## config.mk

```make
export PLATFORM = sky130hd
export DESIGN_NAME = bi_buf
export DESIGN_NICKNAME = d
export VERILOG_FILES = /design/src/rtl/bi_buf_pkg.sv /design/src/rtl/bi_buf_reg.sv /design/src/rtl/bi_buf.sv
export SDC_FILE = /design/constraint.sdc
export NUM_CORES = 1
export LEC_CHECK = 0
export ABC_AREA = 0
export CAP_MARGIN = 20
export CELL_PAD_IN_SITES_DETAIL_PLACEMENT = 0
export CELL_PAD_IN_SITES_GLOBAL_PLACEMENT = 1
export CORE_UTILIZATION = 27
export CTS_CLUSTER_DIAMETER = 200
export DETAILED_ROUTE_END_ITERATION = 7
export PLACE_DENSITY_LB_ADDON = 0.3
export SLEW_MARGIN = 40
export SYNTH_ARGS = -nofsm -noshare
export SYNTH_HDL_FRONTEND = slang
export SYNTH_HIERARCHICAL = 1
export SYNTH_SLANG_ARGS = --single-unit
```

## constraint.sdc

```tcl
create_clock -name clk -period 1 [get_ports clk]
set_input_delay 0.25 -clock clk [delete_from_list [all_inputs] [get_ports clk]]
set_output_delay 0.25 -clock clk [all_outputs]
set_load 0.05 [all_outputs]
```

## src/rtl/bi_buf_pkg.sv

```systemverilog
// bi_buf_pkg: shared definitions for the registered bidirectional buffer.
//   BI_BUF_WIDTH  default data width of all bi_buf data ports
//   bi_buf_dir_e  transfer direction, encoded to match the en input
package bi_buf_pkg;

  localparam int BI_BUF_WIDTH = 8;

  typedef enum logic {
    DIR_D2B = 1'b0,  // data side -> bus side (d_in to buf_out)
    DIR_B2D = 1'b1   // bus side -> data side (buf_in to d_out)
  } bi_buf_dir_e;

endpackage

```

## src/rtl/bi_buf_reg.sv

```systemverilog
// bi_buf_reg: WIDTH-bit register with synchronous reset-to-zero and load enable.
// Ports:
//   clk   rising-edge clock
//   rst   synchronous active-high reset, has priority over load
//   load  when high, d is captured on the next rising edge; otherwise q holds
//   d     data input
//   q     registered data output
module bi_buf_reg
  import bi_buf_pkg::*;
#(
  parameter int WIDTH = BI_BUF_WIDTH
) (
  input  logic             clk,
  input  logic             rst,
  input  logic             load,
  input  logic [WIDTH-1:0] d,
  output logic [WIDTH-1:0] q
);

  logic [WIDTH-1:0] data_q;
  logic [WIDTH-1:0] data_d;

  always_comb begin
    data_d = data_q;
    if (load) begin
      data_d = d;
    end
  end

  always_ff @(posedge clk) begin
    if (rst) begin
      data_q <= '0;
    end else begin
      data_q <= data_d;
    end
  end

  assign q = data_q;

endmodule

```

## src/rtl/bi_buf.sv

```systemverilog
// bi_buf: registered bidirectional buffer between a bus side (buf_*) and a
// data side (d_*). en selects the direction sampled at each rising edge; the
// selected input is copied into the opposite side's output register while the
// other output holds.
// Ports:
//   clk      rising-edge clock
//   rst      synchronous active-high reset (outputs and direction to 0)
//   en       direction select: 0 = d_in -> buf_out, 1 = buf_in -> d_out
//   buf_in   bus-side input
//   d_in     data-side input
//   buf_out  bus-side output, registered
//   d_out    data-side output, registered
// Configuration:
//   BI_BUF_TURNAROUND_EN  when defined, a direction change costs one bubble
//                         edge on which neither output updates. When
//                         undefined, direction changes take effect at once.
module bi_buf
  import bi_buf_pkg::*;
#(
  parameter int WIDTH = BI_BUF_WIDTH
) (
  input  logic             clk,
  input  logic             rst,
  input  logic             en,
  input  logic [WIDTH-1:0] buf_in,
  input  logic [WIDTH-1:0] d_in,
  output logic [WIDTH-1:0] buf_out,
  output logic [WIDTH-1:0] d_out
);

  logic load_d2b;
  logic load_b2d;

`ifdef BI_BUF_TURNAROUND_EN
  bi_buf_dir_e dir_q;
  bi_buf_dir_e dir_d;
  logic        bubble;

  // The stored direction always follows the sampled en; a mismatch between
  // the two marks the turnaround edge, which blocks both loads.
  always_comb begin
    dir_d    = bi_buf_dir_e'(en);
    bubble   = (dir_d != dir_q);
    load_d2b = !bubble && (dir_d == DIR_D2B);
    load_b2d = !bubble && (dir_d == DIR_B2D);
  end

  always_ff @(posedge clk) begin
    if (rst) begin
      dir_q <= DIR_D2B;
    end else begin
      dir_q <= dir_d;
    end
  end
`else
  always_comb begin
    load_d2b = (bi_buf_dir_e'(en) == DIR_D2B);
    load_b2d = (bi_buf_dir_e'(en) == DIR_B2D);
  end
`endif

  bi_buf_reg #(.WIDTH(WIDTH)) u_d2b_reg (
    .clk  (clk),
    .rst  (rst),
    .load (load_d2b),
    .d    (d_in),
    .q    (buf_out)
  );

  bi_buf_reg #(.WIDTH(WIDTH)) u_b2d_reg (
    .clk  (clk),
    .rst  (rst),
    .load (load_b2d),
    .d    (buf_in),
    .q    (d_out)
  );

endmodule

```

Fig. 1: the clock network
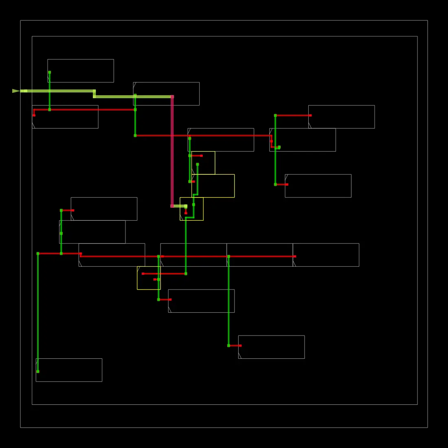
Clk. pwr: 408 µW
clock buffer count: 4

Fig. 2: sizing map
The bar under the picture is 10 µm long.
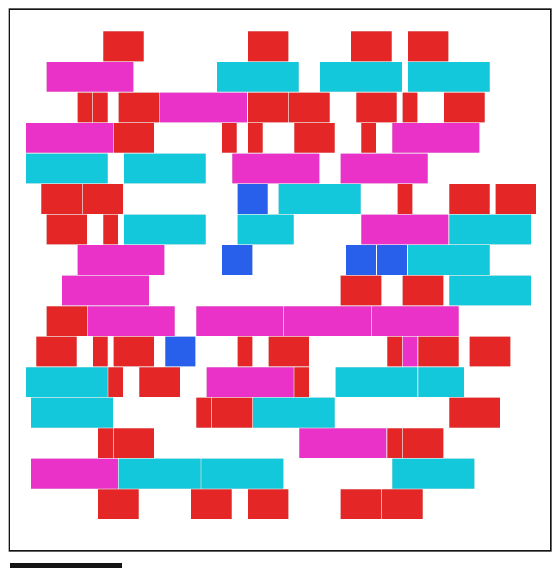
legend:
  _2 cells:
    color: magenta
    cells: 17
    share: 19%
  _3 and _4 cells:
    color: blue
    cells: 5
    share: 5.5%
  _0 and _1 cells:
    color: red
    cells: 50
    share: 55%
  _6 and larger:
    color: cyan
    cells: 19
    share: 21%
Non-clk bufs: 38
final worst setup slack: -0.0248 ns
Finished Cell Area: 0.00118 mm²
layout overhead on the synthesized area: 106%

Fig. 3: cells colored by class
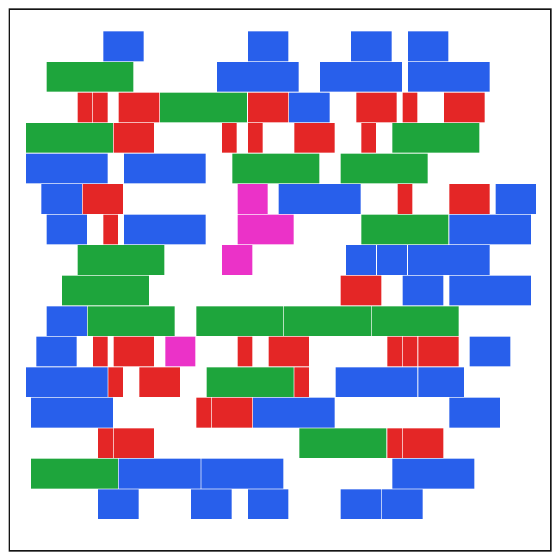
legend:
  other buffers and delay cells:
    color: blue
    cells: 38
    share_of_their_area: 48%
  clock drivers and dummy loads:
    color: magenta
    cells: 4
    share_of_their_area: 3.2%
  combinational and other logic:
    color: red
    cells: 33
    share_of_their_area: 19%
  flops:
    color: green
    cells: 16
    share_of_their_area: 30%

==> results.ini <==
[layout]
comb_area_share_pct = 18.6
n_antenna_cell = 0
fin_cells = 118
area_dominant_class = buffers
seq_share_pct = 28.8
fillers = 175
regArea_um2 = 340
clk_share_pct = 3.07
buffer_area_share_pct = 46.4
fin_nets = 111
num-multi-input-gates = 32
drive_gt1_share_pct = 45.1

[global_route]
grt_pass1_wl_um = 1660
antenna_found_initial = 0
met2_usage_pct = 16.2
grt_pass1_vias = 389
grt_util_met1_pct = 13.0

[logic_synthesis]
ys_sh_aoi_pct = 0
netlist_logic_family_top = multiplexers
mux_area_share_pct = 27.9
ff_type = dfxtp_1
top_area_share_pct = 55.8
synthXorXnorAreaFrac_pct = 0
floorplan.nets = 72
area_leaders = dfxtp_1 56%, mux2i_1 28%, nor2_1 10%
ys_chip_area_um2 = 574
ys_types = 6

[clock_tree]
clk_path_buf_depth = 2
root_buffer = clkbuf_4
clk_latency_ns = 0.27
clk_pin_slew_ns = 0.09
cts_tree = done
cts_buffers = 3
postCtsResizedCells = 17
postCtsSetupBuffers = 0

[drt]
drtPass1Iterations = 2
vias = 486
met1Wirelength_um = 475
drtAntennaViolNets = 0

[placed_design]
dp_hpwl_um = 934
place_area_mm2 = 0.00112
pre_cts_slack_ns = -0.314

[critical_path]
crit_path_max_fanout = 2
r2r_start = u_b2d_reg/q[2]
critPathArrivalTime_ns = 0.77
worstSetupPathType = register to output port
cp.depth = 1
r2r_end = u_b2d_reg/q[2]
cp-end-kind = output port
worst_setup_path_start_kind = register
cpLargestDelayFamily = flip-flops

[final_timing]
setup_ws_ns = -0.0248
drv_slew = 0
fin_crit_sh_pct = 102
hold_viol = 0
final.setup.tns_ns = -0.309
setup_viol = 16

[pwr]
p_seq_share_pct = 45.5
combPwrFrac_pct = 28.8
pwr-share-clk_pct = 25.7
fin_total_pwr_mw = 1.59
vdd_drop_max_uv = 729
swShare_pct = 27.0
internal-power_mw = 1.16

[status]
outcome = finished with violations
violations = negative setup slack

[die]
die-height_um = 48.1
fp_util_pct = 29.0
core_area_mm2 = 0.00198
ioPinCount = 35

[worst_hold_path]
hold_path_class = input port to register
whs_path_depth = 4

[job]
drv_cap = 0
warning_count = 28

No activity file was given, so power comes from the tool's default toggle rates.
